===== src/rtl/sr04_meas_scheduler_if.sv =====
// Bundle between the measurement scheduler, its requesters and the SR04 controller.
// master = scheduler side, slave = requesters plus controller side.
interface sr04_meas_scheduler_if #(
  parameter int N_REQ  = 3,
  parameter int DIST_W = 9
);
  localparam int GNT_W = (N_REQ > 1) ? $clog2(N_REQ) : 1;

  logic [N_REQ-1:0]  req;
  logic              meas_start;
  logic              meas_done;
  logic [DIST_W-1:0] meas_dist;
  logic [GNT_W-1:0]  gnt_id;
  logic              busy;
  logic [N_REQ-1:0]  rsp_valid;
  logic [DIST_W-1:0] rsp_dist;
  logic              rsp_timeout;

  modport master (
    input  req, meas_done, meas_dist,
    output meas_start, gnt_id, busy, rsp_valid, rsp_dist, rsp_timeout
  );

  modport slave (
    output req, meas_done, meas_dist,
    input  meas_start, gnt_id, busy, rsp_valid, rsp_dist, rsp_timeout
  );
endinterface


===== src/rtl/sr04_meas_scheduler.sv =====
// Round-robin sharing of one SR04 measurement engine among N_REQ requesters, with echo-settle gap.
// Define SR04_SCHED_STATS_EN to add the err_cnt / meas_cnt statistics outputs.
module sr04_meas_scheduler #(
  parameter int N_REQ       = 3,
  parameter int DIST_W      = 9,
  parameter int TIMEOUT_CYC = 3_000_000,
  parameter int GAP_CYC     = 6_000_000
) (
  input  logic                  clk,
  input  logic                  rst,
  sr04_meas_scheduler_if.master bus
`ifdef SR04_SCHED_STATS_EN
  ,
  output logic [7:0]            err_cnt,
  output logic [15:0]           meas_cnt
`endif
);
  localparam int GNT_W   = (N_REQ > 1) ? $clog2(N_REQ) : 1;
  localparam int CNT_MAX = (TIMEOUT_CYC > GAP_CYC) ? TIMEOUT_CYC : GAP_CYC;
  localparam int CNT_W   = $clog2(CNT_MAX + 1);

  localparam logic [CNT_W-1:0] TO_LAST  = CNT_W'(TIMEOUT_CYC - 1);
  localparam logic [CNT_W-1:0] GAP_LAST = CNT_W'(GAP_CYC - 1);
  localparam logic [GNT_W-1:0] LAST_ID  = GNT_W'(N_REQ - 1);
  localparam logic [GNT_W:0]   NREQ_X   = (GNT_W + 1)'(N_REQ);
  localparam logic [N_REQ-1:0] ONE_HOT0 = N_REQ'(1);

  localparam logic [1:0] S_IDLE  = 2'd0;
  localparam logic [1:0] S_START = 2'd1;
  localparam logic [1:0] S_WAIT  = 2'd2;
  localparam logic [1:0] S_GAP   = 2'd3;

  logic [1:0]        state_reg;
  logic [CNT_W-1:0]  cnt_reg;
  logic [GNT_W-1:0]  rr_ptr_reg;
  logic [GNT_W-1:0]  gnt_id_reg;
  logic              meas_start_reg;
  logic [N_REQ-1:0]  rsp_valid_reg;
  logic [DIST_W-1:0] rsp_dist_reg;
  logic              rsp_timeout_reg;

  logic [GNT_W:0]    req_dist [N_REQ];
  logic              arb_found;
  logic [GNT_W-1:0]  arb_win;
  logic [GNT_W:0]    arb_best;
  logic              wait_expired;

  // Rotational distance of each requester above the rr pointer; the smallest requesting one wins.
  for (genvar gi = 0; gi < N_REQ; gi++) begin : g_dist
    localparam logic [GNT_W:0] IDX = (GNT_W + 1)'(gi);
    assign req_dist[gi] = (IDX >= {1'b0, rr_ptr_reg}) ? (IDX - {1'b0, rr_ptr_reg})
                                                      : (IDX + NREQ_X - {1'b0, rr_ptr_reg});
  end

  always_comb begin
    arb_found = 1'b0;
    arb_win   = '0;
    arb_best  = '1;
    for (int k = 0; k < N_REQ; k++) begin
      if (bus.req[k] && (req_dist[k] < arb_best)) begin
        arb_best  = req_dist[k];
        arb_win   = GNT_W'(k);
        arb_found = 1'b1;
      end
    end
  end

  // A done pulse on the last timer cycle still counts as a real echo.
  assign wait_expired = (state_reg == S_WAIT) && (cnt_reg == TO_LAST) && !bus.meas_done;

  always_ff @(posedge clk or negedge rst) begin
    if (!rst) begin
      state_reg       <= S_IDLE;
      cnt_reg         <= '0;
      rr_ptr_reg      <= '0;
      gnt_id_reg      <= '0;
      meas_start_reg  <= 1'b0;
      rsp_valid_reg   <= '0;
      rsp_dist_reg    <= '0;
      rsp_timeout_reg <= 1'b0;
    end else begin
      meas_start_reg <= 1'b0;
      rsp_valid_reg  <= '0;
      case (state_reg)
        S_IDLE: begin
          if (arb_found) begin
            gnt_id_reg <= arb_win;
            rr_ptr_reg <= (arb_win == LAST_ID) ? '0 : arb_win + 1'b1;
            state_reg  <= S_START;
          end
        end
        S_START: begin
          meas_start_reg <= 1'b1;
          cnt_reg        <= '0;
          state_reg      <= S_WAIT;
        end
        S_WAIT: begin
          if (bus.meas_done) begin
            rsp_dist_reg    <= bus.meas_dist;
            rsp_timeout_reg <= 1'b0;
            rsp_valid_reg   <= ONE_HOT0 << gnt_id_reg;
            cnt_reg         <= '0;
            state_reg       <= S_GAP;
          end else if (wait_expired) begin
            rsp_dist_reg    <= '1;
            rsp_timeout_reg <= 1'b1;
            rsp_valid_reg   <= ONE_HOT0 << gnt_id_reg;
            cnt_reg         <= '0;
            state_reg       <= S_GAP;
          end else begin
            cnt_reg <= cnt_reg + 1'b1;
          end
        end
        S_GAP: begin
          // Late echoes arriving here are deliberately dropped.
          if (cnt_reg == GAP_LAST) begin
            state_reg <= S_IDLE;
          end else begin
            cnt_reg <= cnt_reg + 1'b1;
          end
        end
        default: state_reg <= S_IDLE;
      endcase
    end
  end

  assign bus.meas_start  = meas_start_reg;
  assign bus.gnt_id      = gnt_id_reg;
  assign bus.busy        = (state_reg != S_IDLE);
  assign bus.rsp_valid   = rsp_valid_reg;
  assign bus.rsp_dist    = rsp_dist_reg;
  assign bus.rsp_timeout = rsp_timeout_reg;

`ifdef SR04_SCHED_STATS_EN
  logic [7:0]  err_cnt_reg;
  logic [15:0] meas_cnt_reg;

  always_ff @(posedge clk or negedge rst) begin
    if (!rst) begin
      err_cnt_reg  <= 8'd0;
      meas_cnt_reg <= 16'd0;
    end else begin
      if (state_reg == S_START) begin
        meas_cnt_reg <= meas_cnt_reg + 16'd1;
      end
      if (wait_expired && (err_cnt_reg != 8'hFF)) begin
        err_cnt_reg <= err_cnt_reg + 8'd1;
      end
    end
  end

  assign err_cnt  = err_cnt_reg;
  assign meas_cnt = meas_cnt_reg;
`endif

endmodule


===== src/flat_wrapper.sv =====
// flat-port wrapper written by rule: the top's interface ports become plain ports
module sr04_meas_scheduler_flat 
#(
  parameter int N_REQ       = 3,
  parameter int DIST_W      = 9,
  parameter int TIMEOUT_CYC = 3_000_000,
  parameter int GAP_CYC     = 6_000_000
)
  (clk, rst, bus_req, bus_meas_done, bus_meas_dist, bus_meas_start, bus_gnt_id, bus_busy, bus_rsp_valid, bus_rsp_dist, bus_rsp_timeout);
  sr04_meas_scheduler_if #(.N_REQ(N_REQ), .DIST_W(DIST_W)) bus_i ();
  input  logic clk;
  input  logic rst;
  input wire logic [$bits(bus_i.req)-1:0] bus_req;
  input wire logic [$bits(bus_i.meas_done)-1:0] bus_meas_done;
  input wire logic [$bits(bus_i.meas_dist)-1:0] bus_meas_dist;
  output wire logic [$bits(bus_i.meas_start)-1:0] bus_meas_start;
  output wire logic [$bits(bus_i.gnt_id)-1:0] bus_gnt_id;
  output wire logic [$bits(bus_i.busy)-1:0] bus_busy;
  output wire logic [$bits(bus_i.rsp_valid)-1:0] bus_rsp_valid;
  output wire logic [$bits(bus_i.rsp_dist)-1:0] bus_rsp_dist;
  output wire logic [$bits(bus_i.rsp_timeout)-1:0] bus_rsp_timeout;
  assign bus_i.req = bus_req;
  assign bus_i.meas_done = bus_meas_done;
  assign bus_i.meas_dist = bus_meas_dist;
  assign bus_meas_start = bus_i.meas_start;
  assign bus_gnt_id = bus_i.gnt_id;
  assign bus_busy = bus_i.busy;
  assign bus_rsp_valid = bus_i.rsp_valid;
  assign bus_rsp_dist = bus_i.rsp_dist;
  assign bus_rsp_timeout = bus_i.rsp_timeout;
  sr04_meas_scheduler #(.N_REQ(N_REQ), .DIST_W(DIST_W), .TIMEOUT_CYC(TIMEOUT_CYC), .GAP_CYC(GAP_CYC)) u_core (.clk(clk), .rst(rst), .bus(bus_i));
endmodule

===== config.mk =====
export PLATFORM = sky130hd
export DESIGN_NAME = sr04_meas_scheduler_flat
export DESIGN_NICKNAME = d
export VERILOG_FILES = /design/src/rtl/sr04_meas_scheduler_if.sv /design/src/rtl/sr04_meas_scheduler.sv /design/src/flat_wrapper.sv
export SDC_FILE = /design/constraint.sdc
export NUM_CORES = 1
export LEC_CHECK = 0
export ABC_AREA = 1
export CAP_MARGIN = 20
export CORE_MARGIN = 4
export CORE_UTILIZATION = 55
export CTS_BUF_LIST = sky130_fd_sc_hd__clkbuf_16
export DETAILED_ROUTE_END_ITERATION = 10
export PLACE_DENSITY = 0.76
export SYNTH_ARGS = -nofsm -noshare
export SYNTH_HDL_FRONTEND = slang
export SYNTH_SLANG_ARGS = --single-unit

===== constraint.sdc =====
create_clock -name clk -period 4.7 [get_ports clk]
set_input_delay 0.705 -clock clk [delete_from_list [all_inputs] [get_ports clk]]
set_output_delay 0.705 -clock clk [all_outputs]
set_load 0.005 [all_outputs]

layer_met1.png
Scale: 4 px per um. Supply wires on this layer in gray.
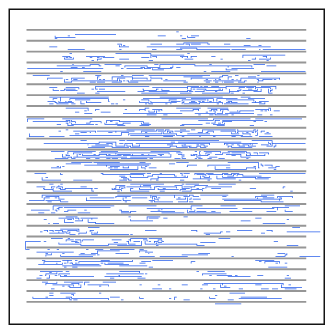
nets with wire on the layer: 397
share of all routed wire: 47%
Routed WL: 5900 um
Vias: 2493
GR Layer Usage met1: 28.9%

layer_met2.png
Scale: 4 px per um. Cells faint in the background.
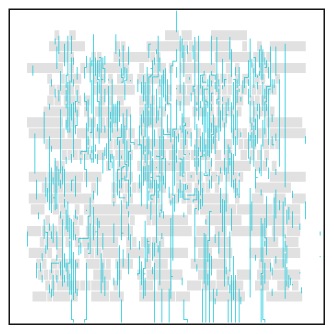
main direction: vertical
longest straight run: 35.7 um
nets with wire on the layer: 348
met2 Track Usage GR: 34.6%

layer_met3.png
Scale: 4 px per um.
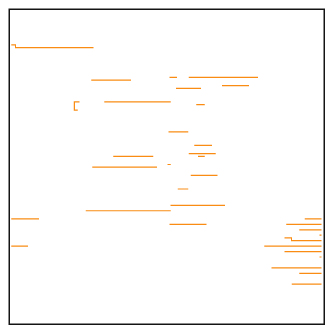
share of all routed wire: 4.5%
main direction: horizontal
longest straight run: 20.9 um
wire length on this layer: 264 um

io_placement.png
Scale: 4 px per um. Pins as bars across the die edge, other pins in gray.
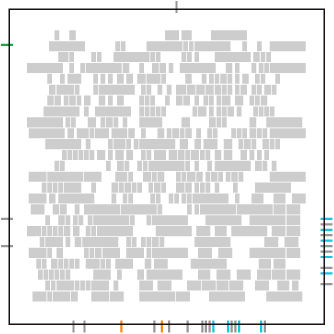
[bus_gnt_id] orange | pins: 2 | direction: output | edge: bottom
[bus_rsp_dist] cyan | pins: 9 | direction: output | edge: 5 right, 4 bottom
[clk] green | pins: 1 | direction: input | edge: left
I/O Buffers: 31
Chip Width: 78.4 um
die height: 78.4 um

==> results_dict.tcl <==
# implementation run metrics
set metrics [dict create \
    synth_top_area_share_pct 38.5 \
    crit_slowest_cell "dfrtp_1" \
    first_iter_violations 191 \
    fin_area_um2 3210 \
    synthCells 383 \
    aoi_share_pct 6.29 \
    drt_first_pass_iters 4 \
    area_delta_synth_final_pct 17.7 \
    synth_top_cell_by_count "nand2_1" \
    crit_path_start_kind "register" \
    fp_util_pct 57.3 \
    yosys_area_um2 2730 \
    cts_root_buffer "clkbuf_16" \
    fin_ws_ps 1650 \
    nClkBuffers 5 \
    ys_types 29 \
    startpoint "u_core.bus.gnt_id[0]$_DFFE_PN0P_" \
    pg_clk_uw 327 \
    wire_per_inst_um 12.3 \
    ant_nets 0 \
    fillCellCount 422 \
    netlist_top_cells_count "nand2_1, inv_1, dfrtp_1, nor2_1, nand3_1" \
    place_inst 473 \
    worst-setup-path-type "reg -> reg" \
    final-instance-count-excl-fill 481 \
    fin_tns_setup_ps 0 \
    outcome "finished, final reports clean" \
    place_area_um2 3070 \
    grt_pass1_wl_um 10600 \
    antenna_found_initial 0 \
    final_layout_top_logic_cells "nand2_1, inv_1, nor2_1, dfrtp_1, nand3_1" \
    internal-power_uw 892 \
    cts.repair.resized 0 \
    ff_latch_area_um2 1050 \
    tightest_slew_ps 920 \
    met3_usage_pct 5.05 \
    ys_cells 383 \
    maxPowerGroup "combinational logic" \
    final-clk-cell-share_pct 4.41 \
    ys_seq_share_pct 38.5 \
    top_area_cell_class "multi-input combinational cells" \
    cp.required_ps 4870 \
    path_clk_slew_ps 60 \
    flop_cell "dfrtp_1" \
    post_cts_buffers 0 \
    grtUsageTotal_pct 21.5 \
    async_reset_ff_share_pct 100 \
    routedLengthMet1_um 2760 \
    switching_share_pct 38.5 \
    synth-adder-area-share_pct 6.88 \
    finalCritPeriodShare_pct 65.0 \
    ys_warn_count 0 \
    layout_top_cell "nand2_1" \
    io_pins 32 \
    synthTopLogicFamily "simple AND/OR/NAND/NOR gates" \
    clock-sinks 42 \
    cts_max_level 2 \
    edf_count 0 \
    grt_pass1_vias 2337 \
    finalCriticalPeriod_ps 3050 \
    wl_met2_um 2800 \
    crit_cells 21 \
    crit_fanout 9 \
    cts_tree "done" \
    cp_top_family "simple AND/OR/NAND/NOR gates" \
    vdd_ir_drop_max_mv 0.382 \
    grt_overflow 0 \
    highest_layer "met4" \
    holdCritStartpoint "u_core.bus.rsp_timeout$_DFFE_PN0P_" \
    utilization_pct 67.5 \
    synth_area_um2 2730 \
    inv_count 53 \
    fp.coreArea_um2 4750 \
    fin_nets 443 \
    ff2ff_setup_slack_ps 1650 \
    timing.fmax_mhz 327 \
    largest_reg_flops 23 \
    synth_flop_count 42 \
    cap_violations 0 \
    cp_num_buf_inv 3 \
    skew_ps 4.13 \
    chipArea_um2 6150 \
    rsz0062_at_grt "no" \
    worstHoldPathCells 2 \
    p_seq_share_pct 34.3 \
    drc 0 \
    r2r-end "u_core.state_reg[0]$_DFFE_PN0P_" \
    top_area_cell "dfrtp_1" \
    clkLatencyLatePin_ps 280 \
    drive_gt1_share_pct 5.56 \
    fp_nets 413 \
    p_per_area_nw_per_um2 452 \
    powerComb_uw 626 \
    ys_sh_mux_pct 0 \
    finalSetupViolations 0 \
    antenna_cells 0 \
    p_comb_share_pct 43.1 \
    arrival_ps 3230 \
    synth.avg_cell_area_um2 7.12 \
    final-nonclk-buf-share_pct 9.52 \
    gp_congestion 0.883 \
    finalMaxSlewViolations 0 \
    cpPeakStageDelay_ps 500 \
    cp_cell_sequence "inv_1 -> ha_1 -> nor2_1 -> nor2_1 -> ha_1 -> nand2_1 -> inv_1 -> nor2_1 -> nand2_1 -> inv_1 -> nor2_1 -> a21oi_1 -> ha_1 -> nand2_1 -> nand2_1 -> nor2_1 -> nand2_1 -> nand3_1 -> nand2_1 -> nand2_1 -> nand2_1" \
    yosys-top-cells-area "dfrtp_1, nand2_1, ha_1" \
    hold_class "reg -> reg" \
    cts_made_buffers 5 \
    cp_common_cell "nand2_1" \
    busiest_layer "met2" \
    buffers 31 \
    dp_hpwl_um 4470 \
    hold_end "u_core.bus.rsp_timeout$_DFFE_PN0P_" \
    route.met3.wl_um 263 \
    power_frac_clock_pct 22.5 \
    viasPerCell 5.18 \
]
